### M4 wires

Drawn at 1.5 px/um. Cells faint in the background.
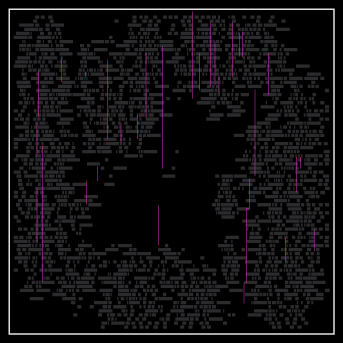
### Routing congestion map

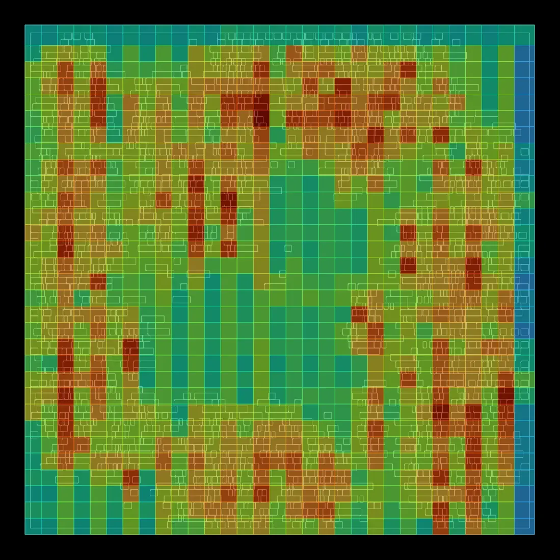
### Clock distribution

Drawn at 1 px/um.
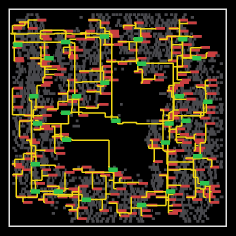
### Wiring by layer

Drawn at 1.5 px/um.
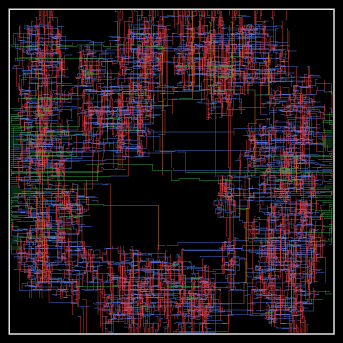
--- src/rtl/axi_lite_mon_pkg.sv ---
// Shared definitions for the AXI4-Lite transaction monitor: error-flag bit
// positions, the error vector type and a response decoder.
package axi_lite_mon_pkg;

    localparam int unsigned ErrBOrphan = 0;
    localparam int unsigned ErrROrphan = 1;
    localparam int unsigned ErrWrOvf   = 2;
    localparam int unsigned ErrRdOvf   = 3;
    localparam int unsigned ErrStable  = 4;
    localparam int unsigned ErrWidth   = 5;

    typedef logic [ErrWidth-1:0] err_t;

    // SLVERR (2'b10) and DECERR (2'b11) count as error responses.
    function automatic logic is_err_resp(input logic [1:0] resp);
        return (resp == 2'b10) || (resp == 2'b11);
    endfunction

endpackage

--- src/rtl/axi_lite_mon_pend_cnt.sv ---
// Outstanding-transaction tracker: up/down counter bounded to [0, MaxVal].
// Flags an underflow (dec seen at zero) and an overflow (net increment at MaxVal);
// in both cases the count holds.
module axi_lite_mon_pend_cnt #(
    parameter int unsigned MaxVal = 8,
    parameter int unsigned Width  = $clog2(MaxVal + 1)
) (
    input  logic             clk_i,
    input  logic             rst_ni,
    input  logic             inc_i,
    input  logic             dec_i,
    output logic [Width-1:0] cnt_o,
    output logic             underflow_o,
    output logic             overflow_o
);

    logic [Width-1:0] cnt_q, cnt_d;

    // Error flags look at the value before the edge; a same-cycle inc does not cover a dec at 0.
    always_comb begin
        underflow_o = dec_i && (cnt_q == '0);
        overflow_o  = inc_i && !dec_i && (cnt_q == Width'(MaxVal));
    end

    // Next count: simultaneous inc/dec cancels, out-of-range moves are dropped.
    always_comb begin
        cnt_d = cnt_q;
        if (inc_i && !dec_i && !overflow_o) begin
            cnt_d = cnt_q + Width'(1);
        end else if (dec_i && !inc_i && !underflow_o) begin
            cnt_d = cnt_q - Width'(1);
        end
    end

    // Count register.
    always_ff @(posedge clk_i or negedge rst_ni) begin
        if (!rst_ni) begin
            cnt_q <= '0;
        end else begin
            cnt_q <= cnt_d;
        end
    end

    assign cnt_o = cnt_q;

endmodule

--- src/rtl/axi_lite_txn_monitor.sv ---
// Passive AXI4-Lite transaction monitor: per-channel handshake counters, error-response
// counters, outstanding read/write trackers and sticky protocol error flags.
// Optional feature macro: AXI_LITE_MON_STABILITY_CHECK_EN enables the valid/payload
// stability check on err_o[4]; without it err_o[4] is always 0.
module axi_lite_txn_monitor
    import axi_lite_mon_pkg::*;
#(
    parameter int unsigned AddrWidth = 32,
    parameter int unsigned DataWidth = 32,
    parameter int unsigned CntWidth  = 32,
    parameter int unsigned MaxTxns   = 8
) (
    input  logic                         clk_i,
    input  logic                         rst_ni,
    input  logic                         clear_i,
    input  logic                         aw_valid_i,
    input  logic                         aw_ready_i,
    input  logic [AddrWidth-1:0]         aw_addr_i,
    input  logic                         w_valid_i,
    input  logic                         w_ready_i,
    input  logic [DataWidth-1:0]         w_data_i,
    input  logic [DataWidth/8-1:0]       w_strb_i,
    input  logic                         b_valid_i,
    input  logic                         b_ready_i,
    input  logic [1:0]                   b_resp_i,
    input  logic                         ar_valid_i,
    input  logic                         ar_ready_i,
    input  logic [AddrWidth-1:0]         ar_addr_i,
    input  logic                         r_valid_i,
    input  logic                         r_ready_i,
    input  logic [1:0]                   r_resp_i,
    output logic [CntWidth-1:0]          aw_cnt_o,
    output logic [CntWidth-1:0]          w_cnt_o,
    output logic [CntWidth-1:0]          b_cnt_o,
    output logic [CntWidth-1:0]          ar_cnt_o,
    output logic [CntWidth-1:0]          r_cnt_o,
    output logic [CntWidth-1:0]          b_err_cnt_o,
    output logic [CntWidth-1:0]          r_err_cnt_o,
    output logic [$clog2(MaxTxns+1)-1:0] wr_pend_o,
    output logic [$clog2(MaxTxns+1)-1:0] rd_pend_o,
    output logic [ErrWidth-1:0]          err_o
);

    localparam int unsigned PendWidth = $clog2(MaxTxns + 1);
    localparam int unsigned NumCnt    = 7;

    logic aw_hs, w_hs, b_hs, ar_hs, r_hs;
    assign aw_hs = aw_valid_i && aw_ready_i;
    assign w_hs  = w_valid_i && w_ready_i;
    assign b_hs  = b_valid_i && b_ready_i;
    assign ar_hs = ar_valid_i && ar_ready_i;
    assign r_hs  = r_valid_i && r_ready_i;

    // Counter order: aw, w, b, ar, r, b_err, r_err.
    logic [NumCnt-1:0]               cnt_inc;
    logic [NumCnt-1:0][CntWidth-1:0] cnt_q, cnt_d;
    err_t                            err_q, err_d, err_set;

    logic [PendWidth-1:0] aw_pend, w_pend, ar_pend;
    logic aw_unf, aw_ovf, w_unf, w_ovf, ar_unf, ar_ovf;
    logic stable_viol;

    axi_lite_mon_pend_cnt #(.MaxVal(MaxTxns), .Width(PendWidth)) u_aw_pend (
        .clk_i       (clk_i),
        .rst_ni      (rst_ni),
        .inc_i       (aw_hs),
        .dec_i       (b_hs),
        .cnt_o       (aw_pend),
        .underflow_o (aw_unf),
        .overflow_o  (aw_ovf)
    );

    axi_lite_mon_pend_cnt #(.MaxVal(MaxTxns), .Width(PendWidth)) u_w_pend (
        .clk_i       (clk_i),
        .rst_ni      (rst_ni),
        .inc_i       (w_hs),
        .dec_i       (b_hs),
        .cnt_o       (w_pend),
        .underflow_o (w_unf),
        .overflow_o  (w_ovf)
    );

    axi_lite_mon_pend_cnt #(.MaxVal(MaxTxns), .Width(PendWidth)) u_ar_pend (
        .clk_i       (clk_i),
        .rst_ni      (rst_ni),
        .inc_i       (ar_hs),
        .dec_i       (r_hs),
        .cnt_o       (ar_pend),
        .underflow_o (ar_unf),
        .overflow_o  (ar_ovf)
    );

`ifdef AXI_LITE_MON_STABILITY_CHECK_EN
    // Per-channel stall flags (valid && !ready) and payload from the previous cycle.
    logic [4:0]             stall_q, stall_d;
    logic [AddrWidth-1:0]   aw_addr_q, ar_addr_q;
    logic [DataWidth-1:0]   w_data_q;
    logic [DataWidth/8-1:0] w_strb_q;
    logic [1:0]             b_resp_q, r_resp_q;

    // A stalled channel must keep valid high and its payload unchanged.
    always_comb begin
        stall_d = {r_valid_i && !r_ready_i, ar_valid_i && !ar_ready_i,
                   b_valid_i && !b_ready_i, w_valid_i && !w_ready_i,
                   aw_valid_i && !aw_ready_i};
        stable_viol =
            (stall_q[0] && (!aw_valid_i || (aw_addr_i != aw_addr_q))) ||
            (stall_q[1] && (!w_valid_i || (w_data_i != w_data_q) || (w_strb_i != w_strb_q))) ||
            (stall_q[2] && (!b_valid_i || (b_resp_i != b_resp_q))) ||
            (stall_q[3] && (!ar_valid_i || (ar_addr_i != ar_addr_q))) ||
            (stall_q[4] && (!r_valid_i || (r_resp_i != r_resp_q)));
    end

    // History registers; not affected by clear_i.
    always_ff @(posedge clk_i or negedge rst_ni) begin
        if (!rst_ni) begin
            stall_q   <= '0;
            aw_addr_q <= '0;
            w_data_q  <= '0;
            w_strb_q  <= '0;
            b_resp_q  <= '0;
            ar_addr_q <= '0;
            r_resp_q  <= '0;
        end else begin
            stall_q   <= stall_d;
            aw_addr_q <= aw_addr_i;
            w_data_q  <= w_data_i;
            w_strb_q  <= w_strb_i;
            b_resp_q  <= b_resp_i;
            ar_addr_q <= ar_addr_i;
            r_resp_q  <= r_resp_i;
        end
    end
`else
    logic unused_payload;
    assign unused_payload = ^{aw_addr_i, w_data_i, w_strb_i, ar_addr_i};
    assign stable_viol    = 1'b0;
`endif

    // Saturating handshake counters and sticky error flags; clear_i wins over increments.
    always_comb begin
        cnt_inc = {r_hs && is_err_resp(r_resp_i), b_hs && is_err_resp(b_resp_i),
                   r_hs, ar_hs, b_hs, w_hs, aw_hs};
        for (int i = 0; i < NumCnt; i++) begin
            cnt_d[i] = cnt_q[i];
            if (clear_i) begin
                cnt_d[i] = '0;
            end else if (cnt_inc[i] && (cnt_q[i] != '1)) begin
                cnt_d[i] = cnt_q[i] + CntWidth'(1);
            end
        end

        err_set             = '0;
        err_set[ErrBOrphan] = b_hs && (aw_unf || w_unf);
        err_set[ErrROrphan] = r_hs && ar_unf;
        err_set[ErrWrOvf]   = aw_ovf || w_ovf;
        err_set[ErrRdOvf]   = ar_ovf;
        err_set[ErrStable]  = stable_viol;
        err_d = clear_i ? '0 : (err_q | err_set);
    end

    // Counter and error flag registers.
    always_ff @(posedge clk_i or negedge rst_ni) begin
        if (!rst_ni) begin
            cnt_q <= '0;
            err_q <= '0;
        end else begin
            cnt_q <= cnt_d;
            err_q <= err_d;
        end
    end

    assign aw_cnt_o    = cnt_q[0];
    assign w_cnt_o     = cnt_q[1];
    assign b_cnt_o     = cnt_q[2];
    assign ar_cnt_o    = cnt_q[3];
    assign r_cnt_o     = cnt_q[4];
    assign b_err_cnt_o = cnt_q[5];
    assign r_err_cnt_o = cnt_q[6];
    assign wr_pend_o   = aw_pend;
    assign rd_pend_o   = ar_pend;
    assign err_o       = err_q;

endmodule

--- config.mk ---
export PLATFORM = sky130hd
export DESIGN_NAME = axi_lite_txn_monitor
export DESIGN_NICKNAME = d
export VERILOG_FILES = /design/src/rtl/axi_lite_mon_pkg.sv /design/src/rtl/axi_lite_mon_pend_cnt.sv /design/src/rtl/axi_lite_txn_monitor.sv
export SDC_FILE = /design/constraint.sdc
export NUM_CORES = 1
export LEC_CHECK = 0
export CAP_MARGIN = 5
export CORE_MARGIN = 2
export CORE_UTILIZATION = 30
export DETAILED_ROUTE_END_ITERATION = 6
export PLACE_DENSITY = 0.59
export SYNTH_ARGS = -nofsm -noshare
export SYNTH_HDL_FRONTEND = slang
export SYNTH_SLANG_ARGS = --single-unit
--- constraint.sdc ---
create_clock -name clk_i -period 2.1 [get_ports clk_i]
set_input_delay 0.315 -clock clk_i [delete_from_list [all_inputs] [get_ports clk_i]]
set_output_delay 0.315 -clock clk_i [all_outputs]
set_load 0.05 [all_outputs]
==> flow_metrics.py <==
# Synthesis and PnR figures
metrics = {
    "global_route": {
        "grt-ovfl-total": 0,
        "grt_pass1_wl_um": 72000,
        "grt_max_degree": 69,
        "use_met3_pct": 4.00,
        "grtUsageMet1_pct": 23.8,
        "antenna_found_initial": 0,
        "first_global_vias": 13626,
    },
    "min_path": {
        "hp-class": "in2async",
    },
    "yosys": {
        "ys_top_logic_family": "simple AND/OR/NAND/NOR gates",
        "ys_sh_simple_pct": 27.7,
        "synthMuxAreaShare_pct": 2.54,
        "aoi_share_pct": 14.7,
        "ys_types": 66,
        "ys_cells": 1470,
        "yosys.area_share.adder_pct": 1.66,
        "yosys_area_um2": 13400,
        "synthFlopType": "dfrtp_1",
        "ys_warn_count": 0,
        "ys_seq_share_pct": 44.7,
        "syn_area_per_cell_um2": 9.13,
        "edf_count": 0,
        "synthCells": 1470,
        "syn_area_um2": 13400,
        "async_flop_share_pct": 100,
        "ys_ff": 240,
        "fp_nets": 1603,
        "ys_sh_xor_pct": 5.87,
    },
    "worst_setup_path": {
        "cp_slowest_stage_delay_ns": 0.53,
        "required_ns": 2.56,
        "crit_arrival_ns": 2.59,
        "cp_slowest_cell": "or4_4",
        "path_class": "reg2reg",
        "crit_chain": "nand4_1 -> or4_4 -> buf_8 -> nor3b_4 -> buf_4 -> buf_6 -> nor3b_1 -> o21ba_2",
        "crit_family": "simple AND/OR/NAND/NOR gates",
        "crit_path_start_kind": "flop",
        "crit_buf_inv": 3,
        "crit_fanout": 7,
        "critical_path_depth": 8,
        "end_kind": "flop",
        "rr_worst_depth": 8,
    },
    "pwr": {
        "p_total_uw": 12100,
        "ir_worst_vdd_uv": 671,
        "leakagePower_uw": 0.00900,
        "p_per_area_nw_per_um2": 584,
    },
    "layout": {
        "flops": 240,
        "final_cell_mix": "343 x buf_4, 209 x dlygate4sd2_1, 180 x dfrtp_2",
        "layout-area-overhead-vs-synth_pct": 54.9,
        "layout.area.comb_um2": 7810,
        "antenna_cells": 0,
        "signal_buffer_area_fraction_pct": 23.7,
        "num-multi-input-gates": 1142,
        "comb_area_share_pct": 37.5,
        "seq_share_pct": 30.0,
        "fill_cells": 4208,
        "clk_share_pct": 4.87,
        "n_all_buffers": 592,
        "final_common_cell": "buf_4",
        "nets": 2157,
        "nClkBuffers": 39,
        "ff_latch_area_um2": 6230,
        "dominant_cells": "combinational gates",
        "inverters": 19,
        "final_layout_size_suffix_gt1_share_pct": 35.2,
    },
    "sta": {
        "rsz0062_at_grt": "yes",
        "fmax_ghz": 0.469,
        "period_minus_slack_ns": 2.13,
        "finalHoldViolations": 0,
        "layout_setup_ws_ns": -0.0326,
        "period_used_pct": 102,
        "max_slew_margin_pct": 58.2,
        "worst_pin_slew_ns": 0.622,
        "final_max_slew_viol_count": 0,
        "finalSetupViolCount": 4,
    },
    "drt": {
        "ant_nets": 0,
        "drtIter0Drc": 811,
        "drc_errors": 0,
        "routed_via_density": 5.23,
        "first_pass_iters": 5,
    },
    "floorplanning": {
        "die_x_um": 216,
        "io_pins": 354,
        "core.rowCount": 77,
        "tap_cells": 592,
        "fp_util_pct": 30.4,
        "die_y_um": 216,
        "core_area_um2": 44200,
        "die-area_um2": 46400,
    },
    "clock_tree": {
        "clock_path_buffers": 3,
        "cts_max_level": 1,
        "cts.sinks": 240,
        "cts_tree": "yes",
        "cts.reportedPaths.clkPinSlew_ns": 0.06,
        "clk_root_buffer_cell": "clkbuf_16",
        "cts_made_buffers": 29,
    },
    "job": {
        "tool_warnings": 131,
        "cap_viol_max_count": 0,
    },
    "placement": {
        "io_buffers": 250,
        "dp_hpwl_um": 31900,
        "place_congestion": 0.875,
        "dp_slack_ns": -0.323,
    },
    "status": {
        "status": "finished with violations",
        "violations": "negative setup slack",
    },
}
-- 'M4 wires' (at the start) --
The layer carries 919 um of wire. The longest straight run is 90.4 um.

-- 'Routing congestion map' (at the start) --
Final Util: 47.0%
met2 Use GR: 31.7%
global route hottest layer: met2
WL per Instance: 16.9 um

-- 'Clock distribution' (at the start) --
Key: green = clock drivers [count 29]; yellow = clock wires [length 3830 um]; red = flip-flops [count 240]
There are 30 routed clock nets. Position of the flops: spread over the die.
Clock Power: 5330 uW
Clk pwr share: 43.9%
Late-Pin Clk Latency: 0.57 ns
Clock Skew: 0.0232 ns

-- 'Wiring by layer' (at the start) --
Key: green = metal 3 [wire length 2540 um]; red = metal 2 [wire length 21.8 mm]; blue = metal 1 [wire length 19400 um]; orange = metal 4 [wire length 919 um]
DR vias: 13787
Total GRT Usage: 18.5%
Post-Route WL: 44600 um

[registers in the layout, summed over array words and instances (netlist names)]
| signal | cells |
|---|---|
| b_err_cnt_o | 32 |
| u_w_pend.cnt_o | 4 |
| err_o | 4 |
| ar_cnt_o | 32 |
| r_cnt_o | 32 |
| r_err_cnt_o | 32 |
| u_ar_pend.cnt_o | 4 |
| w_cnt_o | 32 |
| u_aw_pend.cnt_o | 4 |
| aw_cnt_o | 32 |
| b_cnt_o | 32 |
[layer usage]
| metal | wire (um) | vias up |
|---|---|---|
| li1 | - | 6630 |
| met1 | 19400 | 6765 |
| met2 | 21800 | 323 |
| met3 | 2540 | 69 |
| met4 | 918 | 0 |
| met5 | 0 | - |
[per-stage QoR]
step / instance area [um2] / instances / hold slack [ns] / setup TNS, ns / utilization [%]
after global routing: 20800 / 2638 / 0.257 / -1.50 / 47.0
after global placement: 19200 / 2533 / 0.243 / -10.91 / 43.4
after detailed placement: 19200 / 2533 / 0.240 / -13.56 / 43.4
after floorplan: 14100 / 1470 / 0.0194 / -8.00 / -
after CTS: 20100 / 2597 / 0.227 / -0.222 / 45.5
final: 20800 / 2638 / 0.253 / -0.0842 / 47.0
[what timing repair did]
action | 4_1_cts | 5_1_grt
hold buffers | 1 | 0
cloned | 1 | 5
endpoints found under the setup margin | 237 | 113
buffers inserted | 9 | 36
pin swaps | 12 | 28
resized | 230 | 71
hold endpoints to repair | 55 | 0
[synthesized netlist by cell type (19+ instances only)]
| cell type | number | area (um2) |
|---|---|---|
| a211oi_1 | 21 | 158 |
| a21oi_1 | 121 | 606 |
| and4_1 | 26 | 228 |
| clkbuf_1 | 57 | 214 |
| dfrtp_1 | 240 | 6010 |
| inv_1 | 19 | 71.3 |
| nand2_1 | 109 | 409 |
| nand3_1 | 76 | 380 |
| nand4_1 | 71 | 444 |
| nor2_1 | 152 | 571 |
| nor2b_1 | 21 | 131 |
| nor3_1 | 19 | 95.1 |
| nor4_1 | 24 | 150 |
| o21ai_0 | 67 | 335 |
| o31ai_1 | 48 | 360 |
| or3_1 | 63 | 394 |
| or4_1 | 54 | 405 |
| xnor2_1 | 65 | 569 |
| xor2_1 | 25 | 219 |
[path summary, 6_finish.rpt]
check                                  start     endpoint  slack, ns
worst max register to register  ar_cnt_o[18]  ar_cnt_o[1]      -0.03
worst min register to register      err_o[0]     err_o[0]       0.49
worst max-delay path            ar_cnt_o[18]  ar_cnt_o[1]      -0.03
max in group asynchronous             rst_ni   w_cnt_o[7]       1.10
min in group clk_i                   clear_i  r_cnt_o[14]       0.26
worst min-delay path                  rst_ni  b_cnt_o[22]       0.25
[logic make-up after synthesis]
group	Yosys count
other	1
AND-OR/OR-AND	321
XOR/XNOR	90
AND/OR/NAND/NOR	684
adder cells (fa/ha/maj)	16
buffers and inverters	90
multiplexers	28
flip-flops	240
[power breakdown]
group	total, uW	leakage, uW	switching (uW)	internal, uW
registers	4970	0.00303	196	4780
clock network	5330	0.000495	2090	3240
logic	1840	0.00548	1090	751
total	12100	0.00900	3370	8760
Power and IR drop assume default switching activity.
